===== config.mk =====
export PLATFORM = sky130hd
export DESIGN_NAME = uart_tx_core
export DESIGN_NICKNAME = d
export VERILOG_FILES = /design/src/rtl/uart_tx_core.sv
export SDC_FILE = /design/constraint.sdc
export NUM_CORES = 1
export LEC_CHECK = 0
export ABC_AREA = 1
export CAP_MARGIN = 20
export CELL_PAD_IN_SITES_DETAIL_PLACEMENT = 1
export CELL_PAD_IN_SITES_GLOBAL_PLACEMENT = 1
export CORE_MARGIN = 5
export CORE_UTILIZATION = 40
export DETAILED_ROUTE_END_ITERATION = 7
export GPL_TIMING_DRIVEN = 0
export PLACE_DENSITY = 0.74
export SLEW_MARGIN = 20
export SYNTH_ARGS = -nofsm -noshare
export SYNTH_HDL_FRONTEND = slang
export SYNTH_SLANG_ARGS = --single-unit

===== constraint.sdc =====
create_clock -name clk -period 2.2 [get_ports clk]
set_clock_uncertainty 0.15 [all_clocks]
set_input_delay 0.22 -clock clk [delete_from_list [all_inputs] [get_ports clk]]
set_output_delay 0.22 -clock clk [all_outputs]
set_load 0.02 [all_outputs]

===== src/rtl/uart_tx_core.sv =====
// rtl/uart_tx_core.sv - UART transmitter core; define UART_TX_FIFO_EN to buffer input words in a FIFO_DEPTH-entry FIFO
module uart_tx_core #(
    parameter int DATA_WIDTH = 8,
    parameter int BAUD_DIV   = 16,
    parameter int FIFO_DEPTH = 4
) (
    input  logic                  clk,
    input  logic                  reset,
    input  logic                  Data_Valid,
    input  logic [DATA_WIDTH-1:0] P_Data,
    input  logic                  par_en,
    input  logic                  PAR_TYP,
    input  logic                  stop2,
    output logic                  TX_OUT,
    output logic                  busy,
    output logic                  active
);
    localparam int BW = $clog2(BAUD_DIV);
    localparam int CW = $clog2(DATA_WIDTH);
    localparam int FW = DATA_WIDTH + 3;
    localparam logic [BW-1:0] BAUD_LAST = BW'(BAUD_DIV - 1);
    localparam logic [CW-1:0] DATA_LAST = CW'(DATA_WIDTH - 1);

    localparam logic [2:0] S_IDLE   = 3'd0;
    localparam logic [2:0] S_START  = 3'd1;
    localparam logic [2:0] S_DATA   = 3'd2;
    localparam logic [2:0] S_PARITY = 3'd3;
    localparam logic [2:0] S_STOP   = 3'd4;

    logic [2:0]            state_q, state_d;
    logic [BW-1:0]         baud_q, baud_d;
    logic [CW-1:0]         bit_q, bit_d;
    logic [DATA_WIDTH-1:0] shift_q, shift_d;
    logic                  par_en_q, par_en_d;
    logic                  par_bit_q, par_bit_d;
    logic                  stop2_q, stop2_d;
    logic [FW-1:0]         hold_q, hold_d;
    logic                  hold_vld_q, hold_vld_d;
    logic                  tx_q, tx_d;
    logic                  active_q, active_d;

    logic                  push;
    logic [FW-1:0]         in_word;
    logic                  hold_fill;
    logic [FW-1:0]         hold_fill_word;
    logic                  next_avail;
    logic [FW-1:0]         next_word;
    logic                  bit_end;
    logic                  stop_end;
    logic                  start_frame;
    logic [FW-1:0]         frame_word;

    assign in_word  = {P_Data, par_en, PAR_TYP, stop2};
    assign bit_end  = (baud_q == BAUD_LAST);
    assign stop_end = (state_q == S_STOP) && bit_end && (!stop2_q || bit_q == CW'(1));

`ifdef UART_TX_FIFO_EN
    localparam int AW = $clog2(FIFO_DEPTH);

    logic [FW-1:0] mem_q [FIFO_DEPTH];
    logic [AW-1:0] wr_q, rd_q;
    logic [AW:0]   cnt_q;
    logic          full, empty, pop;

    assign full  = (cnt_q == (AW+1)'(FIFO_DEPTH));
    assign empty = (cnt_q == '0);
    assign push  = Data_Valid && !full;
    // An idle pop lands in the holding register, so START follows one edge later.
    assign pop            = !empty && ((state_q == S_IDLE && !hold_vld_q) || stop_end);
    assign hold_fill      = pop && (state_q == S_IDLE);
    assign hold_fill_word = mem_q[rd_q];
    assign next_avail     = !empty;
    assign next_word      = mem_q[rd_q];
    assign busy           = full;

    always_ff @(posedge clk) begin
        if (reset) begin
            wr_q  <= '0;
            rd_q  <= '0;
            cnt_q <= '0;
        end else begin
            if (push) wr_q <= wr_q + 1'b1;
            if (pop)  rd_q <= rd_q + 1'b1;
            cnt_q <= cnt_q + (AW+1)'(push) - (AW+1)'(pop);
        end
    end

    always_ff @(posedge clk) begin
        if (push) mem_q[wr_q] <= in_word;
    end
`else
    assign push           = Data_Valid && !active_q;
    assign hold_fill      = push;
    assign hold_fill_word = in_word;
    assign next_avail     = hold_vld_q;
    assign next_word      = hold_q;
    assign busy           = active_q;
`endif

    always_comb begin
        hold_d     = hold_q;
        hold_vld_d = hold_vld_q;
        if (hold_vld_q && (state_q == S_IDLE || stop_end)) hold_vld_d = 1'b0;
        if (hold_fill) begin
            hold_d     = hold_fill_word;
            hold_vld_d = 1'b1;
        end
    end

    always_comb begin
        state_d     = state_q;
        baud_d      = baud_q + 1'b1;
        bit_d       = bit_q;
        shift_d     = shift_q;
        par_en_d    = par_en_q;
        par_bit_d   = par_bit_q;
        stop2_d     = stop2_q;
        start_frame = 1'b0;
        frame_word  = hold_q;
        case (state_q)
            S_IDLE: begin
                baud_d      = '0;
                bit_d       = '0;
                start_frame = hold_vld_q;
            end
            S_START: if (bit_end) begin
                state_d = S_DATA;
                baud_d  = '0;
                bit_d   = '0;
            end
            S_DATA: if (bit_end) begin
                baud_d  = '0;
                shift_d = shift_q >> 1;
                if (bit_q == DATA_LAST) begin
                    state_d = par_en_q ? S_PARITY : S_STOP;
                    bit_d   = '0;
                end else begin
                    bit_d = bit_q + 1'b1;
                end
            end
            S_PARITY: if (bit_end) begin
                state_d = S_STOP;
                baud_d  = '0;
            end
            S_STOP: if (bit_end) begin
                baud_d = '0;
                if (stop_end) begin
                    bit_d = '0;
                    if (next_avail) begin
                        start_frame = 1'b1;
                        frame_word  = next_word;
                    end else begin
                        state_d = S_IDLE;
                    end
                end else begin
                    bit_d = bit_q + 1'b1;
                end
            end
            default: state_d = S_IDLE;
        endcase
        // Frame config is latched here so later input changes cannot reach a frame in flight.
        if (start_frame) begin
            state_d   = S_START;
            baud_d    = '0;
            bit_d     = '0;
            shift_d   = frame_word[FW-1:3];
            par_en_d  = frame_word[2];
            stop2_d   = frame_word[0];
            par_bit_d = (^frame_word[FW-1:3]) ^ frame_word[1];
        end
    end

    always_comb begin
        case (state_d)
            S_START:  tx_d = 1'b0;
            S_DATA:   tx_d = shift_d[0];
            S_PARITY: tx_d = par_bit_d;
            default:  tx_d = 1'b1;
        endcase
        active_d = (state_d != S_IDLE);
    end

    always_ff @(posedge clk) begin
        if (reset) begin
            state_q    <= S_IDLE;
            baud_q     <= '0;
            bit_q      <= '0;
            shift_q    <= '0;
            par_en_q   <= 1'b0;
            par_bit_q  <= 1'b0;
            stop2_q    <= 1'b0;
            hold_q     <= '0;
            hold_vld_q <= 1'b0;
            tx_q       <= 1'b1;
            active_q   <= 1'b0;
        end else begin
            state_q    <= state_d;
            baud_q     <= baud_d;
            bit_q      <= bit_d;
            shift_q    <= shift_d;
            par_en_q   <= par_en_d;
            par_bit_q  <= par_bit_d;
            stop2_q    <= stop2_d;
            hold_q     <= hold_d;
            hold_vld_q <= hold_vld_d;
            tx_q       <= tx_d;
            active_q   <= active_d;
        end
    end

    assign TX_OUT = tx_q;
    assign active = active_q;
endmodule


gate_families.png
Scale: 4 px per um.
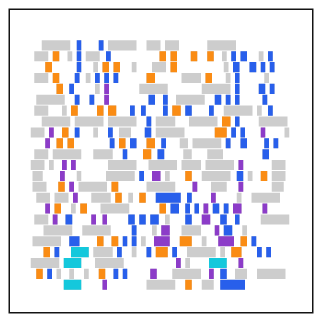
colour	family	cells
orange	inverting AOI/OAI gates	44
purple	NOR gates	32
cyan	adder and majority cells	4
blue	NAND gates	85

pins.png
Scale: 4 px per um. Pins as bars across the die edge, other pins in grey.
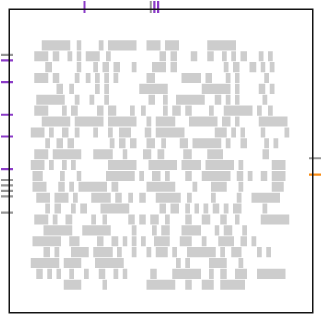
colour	port	pins	direction	edge
purple	P_Data	8	input	5 left, 3 top
orange	reset	1	input	right
all pins by edge	11 left, 4 top, 2 right
Die H: 75.5 um
port bufs: 16
die width: 75.5 um

metal_stack.png
Scale: 4 px per um. Only two layers are drawn.
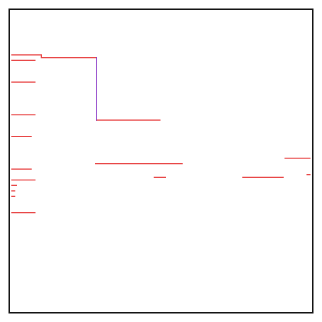
colour	layer	wire length
purple	met4	15.6 um
red	met3	120 um
Total GRT Usage: 16.7%
WL per Instance: 13.3 um
total routed wirelength: 4.17 mm
via count: 1549

clock_map.png
Scale: 6 px per um.
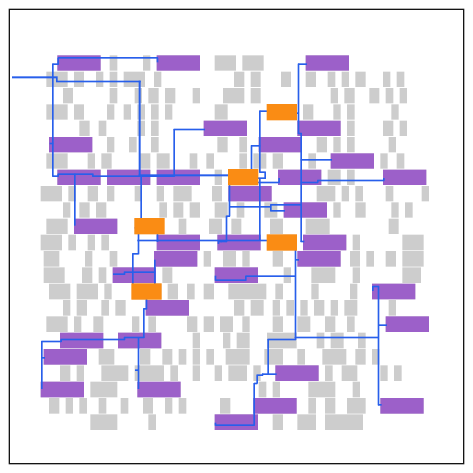
[purple] flip-flops | count: 35
[orange] cells driving clock nets | count: 5
[blue] clock wires | length: 460 um
routed clock nets	6

==> summary.txt <==
flow finished, numbers: status finished clean, CTS Hold Buffers Added 0, RSZ-0062 raised after global routing false, leading cell types by count after synthesis nand2_1 (59), dfxtp_1 (35), inv_1 (25), nor2_1 (25), nand3_1 (20), WHS Path Cells 1, fraction of layout instances using a drive strength above 1 10.6%, most frequent logic cell in the layout nand2_1, number of fill cells 539, Post-synth EDFFs 0, CP Max Fanout 10, Lkg Pwr 0.867 nW, CTS Buf Count 5, Worst Setup SP bit_q[0]$_SDFFE_PP0P_, Post-Synthesis Cell Area 1720 um^2, Non-Filler Instances 314, Comb area share 41.9%, first-pass iteration count of the detailed router 4, overflow left after global routing 0, grt met1 use 24.1%, max cap viols 0, Setup CP Type flip-flop to flip-flop, Seq share, synth 40.8%, max-slew violation total from the final report 0, power per cell area 676 nW/um^2, met2 Resource Use GR 25.2%, Post-Place Cell Area 1940 um^2, Syn Area/Cell 7.15 um^2, Comb area 853 um^2, critical path required time 2.18 ns, top-count cell post-synth nand2_1, combinational share of power 13.4%, Peak VDD IR 0.000315 V, ys flop type dfxtp_1, clock group share of total power 36.7%, P_comb 0.184 mW, Hold Crit Endpoint baud_q[0]$_SDFF_PP0_, Seq area share 34.4%, Sequential cell area 701 um^2, normalized max-slew margin 67.6%, Simple-Gate Area Share 31.2%, Most flops, register hold_q, Avg Vias per Cell 4.93, worst path buffer plus inverter count 2, WL met2 1.79 mm, max reg flops 11, clock root buffer clkbuf_8, Routed Antenna Nets 0, CP max stage cell dfxtp_1, CTS tree done, Yosys chip area 1720 um^2, P_sw 0.351 mW, Tmin final 1.86 ns, chip area 5700 um^2, Adder Share, Synth 2.92%, DRT met1 WL 2.24 mm, # clk buffers 8, flip-flops 35, PostCTS Resize Cnt 0, Gate Count Post-Synth 240, Finished Core Util 49.9%, Min Hold Slack 0.302 ns, met3 WL 120 um, ys cells 240, initial drt markers 91, Max Buffers Root-to-Sink 2, MI comb cells 169, Reg2Reg Depth 9, fin crit share 84.7%, first-pass GRT wire length 7.22 mm, setup tns final 0 ns, Top cells excl fill/tap nand2_1 (59), dfxtp_1 (35), inv_1 (25), nor2_1 (25), nand3_1 (20), reg2reg setup slack 0.34 ns, Flops after synth 35, CP Launch Type flip-flop, Worst Setup End Kind flip-flop, pre-CTS setup slack 0.145 ns, Final Worst Setup Slack 0.336 ns, Ys Warns 0, Top Family by Delay on Critical Path simple AND/OR/NAND/NOR gates, Setup Buffers After CTS 0, DRC Markers 0, Synth area leader dfxtp_1, final hold viol count 0, Main logic family simple AND/OR/NAND/NOR gates, invs w/o clock 30, Hold WC Path Type flip-flop to flip-flop, CP Cell Sequence ha_1 > inv_1 > o21ai_0 > nand2_2 > nand2_2 > nand3_4 > buf_6 > nand2_1 > a21oi_1, Antenna Cells 0, P_clk 0.505 mW, I/O pins 17, dominant class by area logic gates, Max Clk Rate 537 MHz, Crit. path cell count 9, ClkCell Share 4.91%, RD Place Congestion 0.726
Power is estimated from default activity; no workload was simulated.
